`src/rtl/spi_cmd_decoder.sv`:
```
// spi_cmd_decoder
// Parses SPI frames (command byte + data bytes) coming from the front-panel
// SPI slave receiver and writes the data into a small register file.
// The chip-select and byte flag are synchronised into the CLK domain here.
// Ports:
//   CLK        system clock, rising edge
//   RESETN     synchronous active-low reset
//   SS         SPI chip select (active low, asynchronous)
//   BYTE_IN    received byte (asynchronous, stable while flagged)
//   BYTE_FLAG  byte-complete flag (asynchronous, active high)
//   REGS       flattened register file, reg n at [8n+7:8n]
//   WR_STROBE  one-cycle pulse when a register is written
//   WR_ADDR    address of the last written register
//   CMD_ERR    one-cycle pulse on an illegal command byte
//   BUSY       high while a frame is being parsed
module spi_cmd_decoder #(
  parameter int NREGS  = 8,
  parameter int ADDR_W = 3
) (
  input  logic                  CLK,
  input  logic                  RESETN,
  input  logic                  SS,
  input  logic [7:0]            BYTE_IN,
  input  logic                  BYTE_FLAG,
  output logic [NREGS*8-1:0]    REGS,
  output logic                  WR_STROBE,
  output logic [ADDR_W-1:0]     WR_ADDR,
  output logic                  CMD_ERR,
  output logic                  BUSY
);

  typedef enum logic [1:0] {
    ST_IDLE    = 2'd0,
    ST_DATA    = 2'd1,
    ST_COMMIT  = 2'd2,
    ST_DISCARD = 2'd3
  } state_t;

  state_t state_q, state_d;

  logic ss_meta_q, ss_meta_d, ss_sync_q, ss_sync_d, ss_prev_q, ss_prev_d;
  logic flag_meta_q, flag_meta_d, flag_sync_q, flag_sync_d, flag_dly_q, flag_dly_d;

  logic [ADDR_W-1:0]  addr_q, addr_d;
  logic [7:0]         data_q, data_d;
  logic [NREGS*8-1:0] regs_q, regs_d;
  logic               wr_strobe_q, wr_strobe_d;
  logic [ADDR_W-1:0]  wr_addr_q, wr_addr_d;
  logic               cmd_err_q, cmd_err_d;
  logic               busy_q, busy_d;

  logic       byte_evt_s;
  logic       ss_rise_s;
  logic [6:0] rsvd_s;
  logic       cmd_legal_s;

  // Synchroniser next values and derived event pulses.
  always_comb begin
    ss_meta_d   = SS;
    ss_sync_d   = ss_meta_q;
    ss_prev_d   = ss_sync_q;
    flag_meta_d = BYTE_FLAG;
    flag_sync_d = flag_meta_q;
    flag_dly_d  = flag_sync_q;
    // Gating with ss_sync_q means bytes seen while SS is (synchronised) high never count.
    byte_evt_s  = ~ss_sync_q & flag_sync_q & ~flag_dly_q;
    ss_rise_s   = ss_sync_q & ~ss_prev_q;
    // Reserved bits are [6:ADDR_W]; shifting keeps this valid for any ADDR_W.
    rsvd_s      = BYTE_IN[6:0] >> ADDR_W;
    cmd_legal_s = BYTE_IN[7] & (rsvd_s == 7'd0);
  end

  // State and datapath registers with synchronous reset.
  always_ff @(posedge CLK) begin
    if (!RESETN) begin
      state_q     <= ST_IDLE;
      ss_meta_q   <= 1'b1;
      ss_sync_q   <= 1'b1;
      ss_prev_q   <= 1'b1;
      flag_meta_q <= 1'b0;
      flag_sync_q <= 1'b0;
      flag_dly_q  <= 1'b0;
      addr_q      <= '0;
      data_q      <= 8'h00;
      regs_q      <= '0;
      wr_strobe_q <= 1'b0;
      wr_addr_q   <= '0;
      cmd_err_q   <= 1'b0;
      busy_q      <= 1'b0;
    end else begin
      state_q     <= state_d;
      ss_meta_q   <= ss_meta_d;
      ss_sync_q   <= ss_sync_d;
      ss_prev_q   <= ss_prev_d;
      flag_meta_q <= flag_meta_d;
      flag_sync_q <= flag_sync_d;
      flag_dly_q  <= flag_dly_d;
      addr_q      <= addr_d;
      data_q      <= data_d;
      regs_q      <= regs_d;
      wr_strobe_q <= wr_strobe_d;
      wr_addr_q   <= wr_addr_d;
      cmd_err_q   <= cmd_err_d;
      busy_q      <= busy_d;
    end
  end

  // Next-state logic; end of frame overrides everything, including a same-cycle byte.
  always_comb begin
    state_d = state_q;
    if (ss_rise_s) begin
      state_d = ST_IDLE;
    end else begin
      case (state_q)
        ST_IDLE: begin
          if (byte_evt_s) begin
            if (BYTE_IN == 8'h00) begin
              state_d = ST_IDLE;
            end else if (cmd_legal_s) begin
              state_d = ST_DATA;
            end else begin
              state_d = ST_DISCARD;
            end
          end else begin
            state_d = ST_IDLE;
          end
        end
        ST_DATA: begin
          if (byte_evt_s) begin
            state_d = ST_COMMIT;
          end else begin
            state_d = ST_DATA;
          end
        end
        ST_COMMIT:  state_d = ST_DATA;
        ST_DISCARD: state_d = ST_DISCARD;
        default:    state_d = ST_IDLE;
      endcase
    end
  end

  // Datapath and registered-output next values.
  always_comb begin
    addr_d      = addr_q;
    data_d      = data_q;
    regs_d      = regs_q;
    wr_strobe_d = 1'b0;
    wr_addr_d   = wr_addr_q;
    cmd_err_d   = 1'b0;
    busy_d      = (state_d != ST_IDLE);

    if ((state_q == ST_IDLE) && byte_evt_s && !ss_rise_s) begin
      if (BYTE_IN == 8'h00) begin
        cmd_err_d = 1'b0;
      end else if (cmd_legal_s) begin
        addr_d = BYTE_IN[ADDR_W-1:0];
      end else begin
        cmd_err_d = 1'b1;
      end
    end else if ((state_q == ST_DATA) && byte_evt_s && !ss_rise_s) begin
      data_d = BYTE_IN;
    end else if (state_q == ST_COMMIT) begin
      // A commit completes even when the frame ends in this same cycle.
      for (int i = 0; i < NREGS; i++) begin
        if (addr_q == ADDR_W'(i)) begin
          regs_d[i*8 +: 8] = data_q;
        end else begin
          regs_d[i*8 +: 8] = regs_q[i*8 +: 8];
        end
      end
      wr_strobe_d = 1'b1;
      wr_addr_d   = addr_q;
      // Power-of-two register count: natural overflow wraps to 0.
      addr_d      = addr_q + {{(ADDR_W-1){1'b0}}, 1'b1};
    end else begin
      addr_d = addr_q;
    end
  end

  assign REGS      = regs_q;
  assign WR_STROBE = wr_strobe_q;
  assign WR_ADDR   = wr_addr_q;
  assign CMD_ERR   = cmd_err_q;
  assign BUSY      = busy_q;

endmodule
```
`config.mk`:
```
export PLATFORM = sky130hd
export DESIGN_NAME = spi_cmd_decoder
export DESIGN_NICKNAME = d
export VERILOG_FILES = /design/src/rtl/spi_cmd_decoder.sv
export SDC_FILE = /design/constraint.sdc
export NUM_CORES = 1
export LEC_CHECK = 0
export CELL_PAD_IN_SITES_DETAIL_PLACEMENT = 0
export CELL_PAD_IN_SITES_GLOBAL_PLACEMENT = 1
export CORE_AREA = 2 2 95 97
export CTS_BUF_LIST = sky130_fd_sc_hd__clkbuf_8
export DETAILED_ROUTE_END_ITERATION = 16
export DIE_AREA = 0 0 97 99
export PLACE_DENSITY = 0.83
export SLEW_MARGIN = 20
export SYNTH_ARGS = -nofsm -noshare
export SYNTH_HDL_FRONTEND = slang
export SYNTH_SLANG_ARGS = --single-unit
```
`constraint.sdc`:
```
create_clock -name CLK -period 3.62 [get_ports CLK]
set_input_delay 0.905 -clock CLK [delete_from_list [all_inputs] [get_ports CLK]]
set_output_delay 0.905 -clock CLK [all_outputs]
set_load 0.03 [all_outputs]
```
Run 1, cells by drive strength:
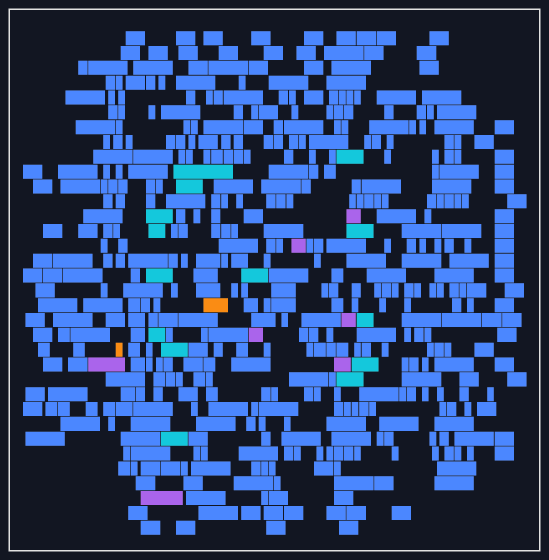
size	colour	cells
x3 and x4	purple	7
x6 and larger	cyan	14
x1 and smaller	blue	451
x2	orange	2
design area: 4380 sq um
Area Growth Syn to Fin: 31.7%
setup ws final: 1.29 ns

Run 1, selected gate families:
The bar under the picture is 20 um long.
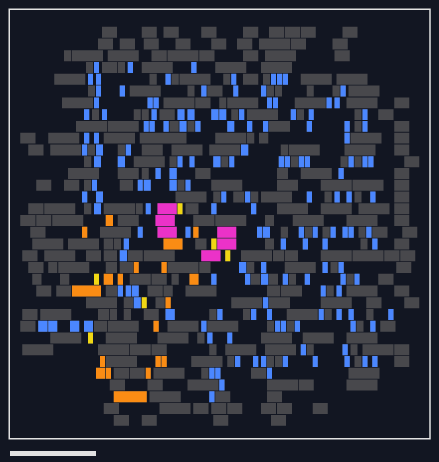
family	colour	cells	most used
inv cells	yellow	6	inv_1
fa/ha/maj cells	magenta	6	ha_1
nand cells	blue	154	nand2_1
nor cells	orange	19	nor2_1
Commonest Layout Cell: nand2_1
Comb/total area: 31.9%
Final Non-Filler Cells: 582

==> results_slide.txt, run 1 <==
Run Summary

Final timing
  – Setup Viol. Count Final: 0
  – Fmax: 429 MHz
  – Slew headroom: 45.2%
  – Fin crit period: 2.33 ns
  – Slew @ Worst Pin: 0.821 ns
  – Max Slew Vio Count: 0
  – RSZ-0062 raised after global routing: false
  – Final period util: 64.5%
  – Worst hold slack: 0.418 ns
  – Skew final: 0.00846 ns
  – Setup TNS: 0 ns
  – Final Hold Viols: 0

Setup path
  – CP startpoint: BYTE_IN[3]
  – Reg2reg path depth: 5
  – Crit path to: state_q[0]$_SDFF_PN0_
  – Setup CP Type: primary input to flop
  – Required @ worst endpoint: 3.84 ns
  – RR Startpoint: addr_q[0]$_SDFFE_PN0P_
  – FF-to-FF setup slack: 1.94 ns
  – Worst setup EP type: flop
  – Worst reg2reg endpoint: REGS[30]$_SDFFE_PN0P_
  – Max incr delay on CP: 0.54 ns
  – Worst-path maximum fanout: 5
  – Delay-heaviest family, CP: AND-OR/OR-AND gates
  – Crit path buf inv count: 1
  – Nature of the critical path startpoint: primary input
  – CP arrival: 2.55 ns
  – Worst path depth: 5
  – Slowest CP cell: o311ai_0
  – Sequence of cells on the critical path: clkdlybuf4s50_1, nor4_4, a21boi_0, o311ai_0, nor2b_1

Global route
  – First-pass GRT wire length: 13500 um
  – Largest net degree at the start of global routing: 51
  – Vias in the first global route: 2656
  – GR Util All Layers: 17.8%
  – Remaining global-route overflow: 0
  – Antenna violations before repair: 0

Placement
  – DPL Wire Length: 5770 um
  – PortBufs: 81
  – Pre-CTS setup slack: 0.891 ns
  – GP Congestion: 0.784
  – DP Area: 4170 sq um
  – Placed Cells: 566

Floorplan
  – Die area: 9600 sq um
  – Fp util: 38.9%
  – Die width: 97 um
  – Die H: 99 um
  – Rows: 34
  – Core area: 8550 sq um
  – Io pins: 82

Yosys
  – Register area share after synthesis: 53.6%
  – Top-area cell type share of the netlist area: 53.6%
  – Yosys warning count: 0
  – Synth Flop Type: dfxtp_1
  – Synth cell count leaders: nand2_1 (127), dfxtp_1 (89), a21oi_1 (69)
  – Post-synth EDFFs: 0
  – Biggest area cells: dfxtp_1 (54%), nand2_1 (14%), a21oi_1 (10%)
  – Mapped Cells: 404
  – Post-synth cell types: 29
  – Register bit count reported by yosys: 89
  – Post-synthesis cell area: 3330 sq um
  – Chip area in the Yosys report: 3330 sq um
  – Avg Cell Area, Syn: 8.23 sq um
  – Syn_nets: 422
  – Cell taking the most area after synthesis: dfxtp_1
  – Ys cells: 404
  – Top-count cell post-synth: nand2_1
  – Synth async-reset ratio: 0%

Worst hold path
  – Hold Path End: ss_prev_d$_SDFF_PN1_
  – Min-Delay Path Class: flop to flop
  – Hold Crit Start: ss_meta_q$_SDFF_PN1_
  – Hold depth: 1

Finish
  – Final nets: 487
  – Ant. Diodes: 0
  – Final core utilization: 51.2%
  – Ratio of cells with drive above 1 in the final layout: 4.85%

Pwr
  – Leakage power: 1.50 nW
  – Peak VDD IR: 0.209 mV
  – PD cells: 412 nW/um^2
  – Total power draw: 1.80 mW

Clocking
  – CTS tree: yes
  – CTS max path bufs: 2
  – Clock Root Buffer: clkbuf_8
  – Clk sinks: 89
  – # Post-CTS Setup Buffers: 0
  – Hold-fix buffer count after cts: 0
  – Clk pin slew, worst setup/hold paths: 0.09 ns
  – Num CTS Buffers: 9
  – Post-CTS sizing: 0
  – Max H-tree Level: 3
  – Latency at later pin: 0.35 ns

Drt
  – DRC: 0
  – Routed Antenna Nets: 0
  – DRT iter0 DRCs: 154
  – WL/cell: 14.6 um
  – Pre-antenna DRT Iters: 4
  – Vias per cell: 4.93

Status
  – Status: complete, no violations

Flow run
  – Log Warnings: 30
  – MaxCap Viol Count: 0
Run 1, M3 wires:
Cells faint in the background.
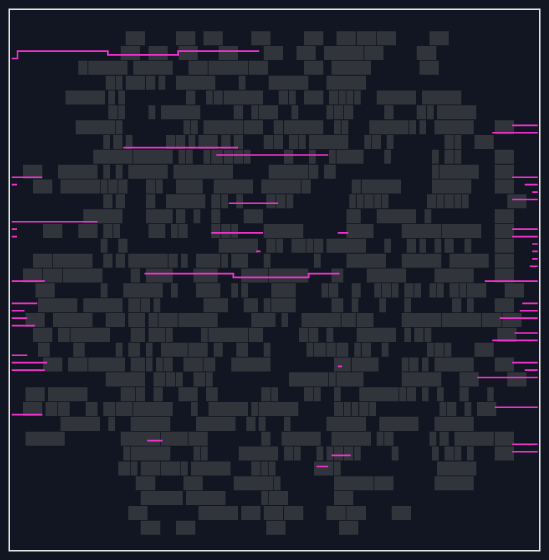
wire length on this layer	317 um
share of all routed wire	3.7%
nets with wire on the layer	46
main direction	horizontal
routed vias: 2871
met3 usage: 3.48%
total wire length: 8470 um

-- run 1: cell usage in the layout (no fill, tap or decap), types with 5 or more instances in the layout --
| cell type | count |
|---|---|
| mux2i_1 | 8 |
| nor2_1 | 12 |
| ha_1 | 6 |
| and2_1 | 6 |
| nand2_1 | 127 |
| inv_1 | 5 |
| clkdlybuf4s50_1 | 81 |
| nand2b_1 | 5 |
| dfxtp_1 | 89 |
| clkbuf_8 | 10 |
| a21oi_1 | 69 |
| nand3_1 | 22 |
-- run 1: registers in the layout, indices dropped and copies added (netlist names) --
| signal | count |
|---|---|
| ss_prev_d | 1 |
| WR_ADDR | 3 |
| CMD_ERR | 1 |
| REGS | 64 |
| WR_STROBE | 1 |
| data_q | 8 |
| ss_prev_q | 1 |
| flag_dly_q | 1 |
| BUSY | 1 |
| flag_dly_d | 1 |
| flag_meta_q | 1 |
| ss_meta_q | 1 |
| state_q | 2 |
| addr_q | 3 |
-- run 1: kinds of logic after synthesis --
kind of cell | Yosys count | synth area share, %
compound gates | 82 | 13.1
fa+ha+maj | 6 | 2.26
buf+inv | 36 | 4.40
flops | 89 | 53.6
mux | 8 | 2.41
simple gates | 183 | 24.2
-- run 1: power breakdown --
group | total, mW | switching (mW) | internal [mW]
logic | 0.0888 | 0.0570 | 0.0318
clock network | 0.715 | 0.368 | 0.347
registers | 0.999 | 0.0117 | 0.987
-- run 1: layout make-up --
cell class                 count  area, sq um
fill                         855         4170
multi-input combinational    279         1400
clock buffer                  10          138
clock inverter                 6         72.6
tap                          108          135
inverter                       6         22.5
timing repair buffer          84          833
sequential                    89         1780
-- run 1: metal layers --
layer	vias to the layer above	part of all wire [%]	track usage [%]
met5	-	0	0
met4	0	1.1	6.72
met3	7	3.7	3.48
met2	56	48	30.0
met1	1345	47	22.7
li1	1463	-	-
Run 1, track usage over the die:
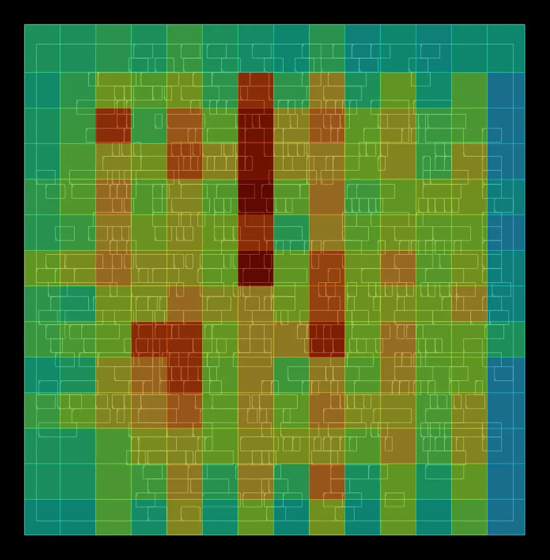

==> run 1 -> run 2 <==
CORE_AREA = 2 2 98 100   (was 2 2 95 97)
DIE_AREA = 0 0 100 102   (was 0 0 97 99)
PLACE_DENSITY = 0.79   (was 0.83)
clock period = 2.3 ns   (was 3.62 ns; I/O delays follow)
Run 2, track usage over the die:
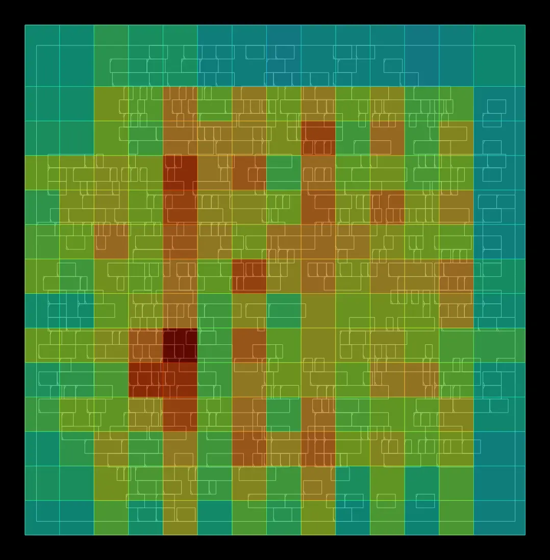
met3 usage: 2.94%
GRT busiest layer: met2
GR Util All Layers: 17.7%
WL/cell: 14.9 um
met2 usage: 29.3%

Run 2, cells by drive strength:
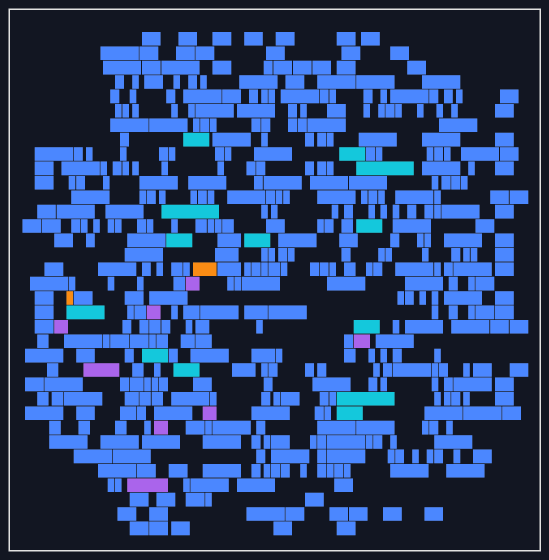
size	colour	cells
x3 and x4	purple	8
x6 and larger	cyan	13
x1 and smaller	blue	451
x2	orange	2
count of non-CTS buffers in the layout: 86
setup ws final: 0.317 ns

==> run 2 against run 1 <==
Flip-flop count unchanged. Cell count is 0.52% higher. Total power grew 65%. Synthesized cell count is the same. Core utilization down 2.6 points. Die area grew 6.2%. Critical path type is now flop to primary output.
==> results_slide.txt, run 2 <==
Run Summary

Finish
  – Final nets: 489
  – Top cells excl fill/tap: nand2_1 (127), dfxtp_1 (89), clkdlybuf4s50_1 (81)
  – Design area: 4430 sq um
  – Max reg flops: 64
  – Commonest Layout Cell: nand2_1
  – Ratio of cells with drive above 1 in the final layout: 4.85%
  – Final core utilization: 48.7%
  – Area Growth Syn to Fin: 33.3%
  – Final Non-Filler Cells: 585
  – Ant. Diodes: 0

Clocking
  – Latency at later pin: 0.35 ns
  – Hold-fix buffer count after cts: 0
  – Clock Root Buffer: clkbuf_8
  – CTS tree: yes
  – Clk sinks: 89
  – CTS max path bufs: 2
  – Max H-tree Level: 3
  – Num CTS Buffers: 9
  – Post-CTS sizing: 0
  – Clk pin slew, worst setup/hold paths: 0.09 ns
  – # Post-CTS Setup Buffers: 0

Pwr
  – Clock Power Share: 42.1%
  – Comb pwr share: 4.9%
  – PD cells: 670 nW/um^2
  – Peak VDD IR: 0.321 mV
  – Flop pwr share: 52.9%
  – Sw Share: 21.9%
  – Leakage power: 1.52 nW
  – Cell-internal power: 2.32 mW
  – Sw Pwr: 0.651 mW

Drt
  – Pre-antenna DRT Iters: 5
  – DRC: 0
  – Routed vias: 2925
  – Met3 wire length: 447 um
  – Total wire length: 8710 um
  – Routed Antenna Nets: 0
  – DRT iter0 DRCs: 189
  – Top layer in use: met4
  – Metal-1 WL: 3870 um
  – Vias per cell: 5.00
  – Met2 Wirelength: 4260 um

Final timing
  – Setup Viol. Count Final: 0
  – Skew final: 0.0109 ns
  – Fmax: 504 MHz
  – Slew @ Worst Pin: 0.550 ns
  – Slew headroom: 63.2%
  – Max Slew Vio Count: 0
  – Final Hold Viols: 0
  – Final period util: 86.2%
  – Fin crit period: 1.98 ns
  – Setup TNS: 0 ns
  – RSZ-0062 raised after global routing: false

Setup path
  – Slowest CP cell: clkdlybuf4s50_1
  – Setup CP Type: flop to primary output
  – Sequence of cells on the critical path: clkdlybuf4s50_1
  – Crit path buf inv count: 1
  – Delay-heaviest family, CP: buffers and inverters
  – Worst-path maximum fanout: 2
  – Worst setup EP type: primary output
  – Nature of the critical path startpoint: flop
  – Required @ worst endpoint: 1.73 ns
  – CP arrival: 1.41 ns
  – Max incr delay on CP: 0.68 ns

Placement
  – GP Congestion: 0.804
  – DPL Wire Length: 5900 um
  – PortBufs: 81
  – DP Area: 4200 sq um
  – Placed Cells: 571

Worst hold path
  – Min-Delay Path Class: flop to flop

Global route
  – Antenna violations before repair: 0
  – Remaining global-route overflow: 0
  – Grt met1 use: 23.2%
  – Vias in the first global route: 2687
  – First-pass GRT wire length: 13900 um
  – Largest net degree at the start of global routing: 55

Yosys
  – Top-count cell post-synth: nand2_1
  – Top-area cell type share of the netlist area: 53.6%
  – Synth async-reset ratio: 0%
  – Register area share after synthesis: 53.6%
  – Ys cells: 404
  – Post-synth EDFFs: 0
  – Post-synthesis cell area: 3330 sq um
  – Avg Cell Area, Syn: 8.23 sq um
  – Yosys warning count: 0
  – Register bit count reported by yosys: 89
  – Synth Flop Type: dfxtp_1
  – Synth cell count leaders: nand2_1 (127), dfxtp_1 (89), a21oi_1 (69)
  – Chip area in the Yosys report: 3330 sq um
  – Syn_nets: 422
  – Post-synth cell types: 29
  – Biggest area cells: dfxtp_1 (54%), nand2_1 (14%), a21oi_1 (10%)
  – Cell taking the most area after synthesis: dfxtp_1
  – Mapped Cells: 404

Floorplan
  – Rows: 35
  – Fp util: 36.5%
  – Die width: 100 um
  – Core area: 9110 sq um
  – Die area: 10200 sq um
  – Io pins: 82
  – Die H: 102 um

Status
  – Status: complete, no violations

Flow run
  – MaxCap Viol Count: 0
  – Log Warnings: 30
## run 2: cell counts after synthesis
No cell type changed its count.
## run 2: power groups by stage
stage	logic, mW	registers, mW	clock network (mW)
global route	0.162	1.58	1.34
floorplan	0.0837	1.60	0
detailed placement	0.145	1.61	0
CTS	0.146	1.57	1.28
global placement	0.144	1.61	0
finish	0.147	1.57	1.25
## run 2: worst paths after layout
path / start / to / slack, ns / cells after the start
setup / recovery: REGS[14]$_SDFFE_PN0P_ / REGS[14] / 0.32 / 1
hold / removal: ss_meta_q$_SDFF_PN1_ / ss_prev_d$_SDFF_PN1_ / 0.42 / 1
setup reg to reg: addr_q[0]$_SDFFE_PN0P_ / REGS[30]$_SDFFE_PN0P_ / 0.61 / 5
hold reg to reg: ss_meta_q$_SDFF_PN1_ / ss_prev_d$_SDFF_PN1_ / 0.42 / 1
## run 2: through the flow
stage	power (mW)	setup WS, ns	hold WS [ns]
after detailed placement	1.75	0.0441	0.397
after CTS	3.00	0.311	0.420
after global placement	1.75	0.0508	0.394
final	2.97	0.317	0.415
after floorplan	1.69	0.630	0.386
after global routing	3.07	0.280	0.439
## run 2: kinds of logic after synthesis
group / count (synthesis) / synth area share [%]
compound gates: 82 / 13.1
fa+ha+maj: 6 / 2.26
buf+inv: 36 / 4.40
flops: 89 / 53.6
mux: 8 / 2.41
simple gates: 183 / 24.2
## run 2: layout make-up
class / count / area, sq um
timing repair buffer: 86 / 861
multi-input combinational: 279 / 1400
clock inverter: 5 / 106
inverter: 6 / 22.5
sequential: 89 / 1780
fill: 913 / 4680
tap: 111 / 139
clock buffer: 9 / 124
Power is estimated from default activity; no workload was simulated.
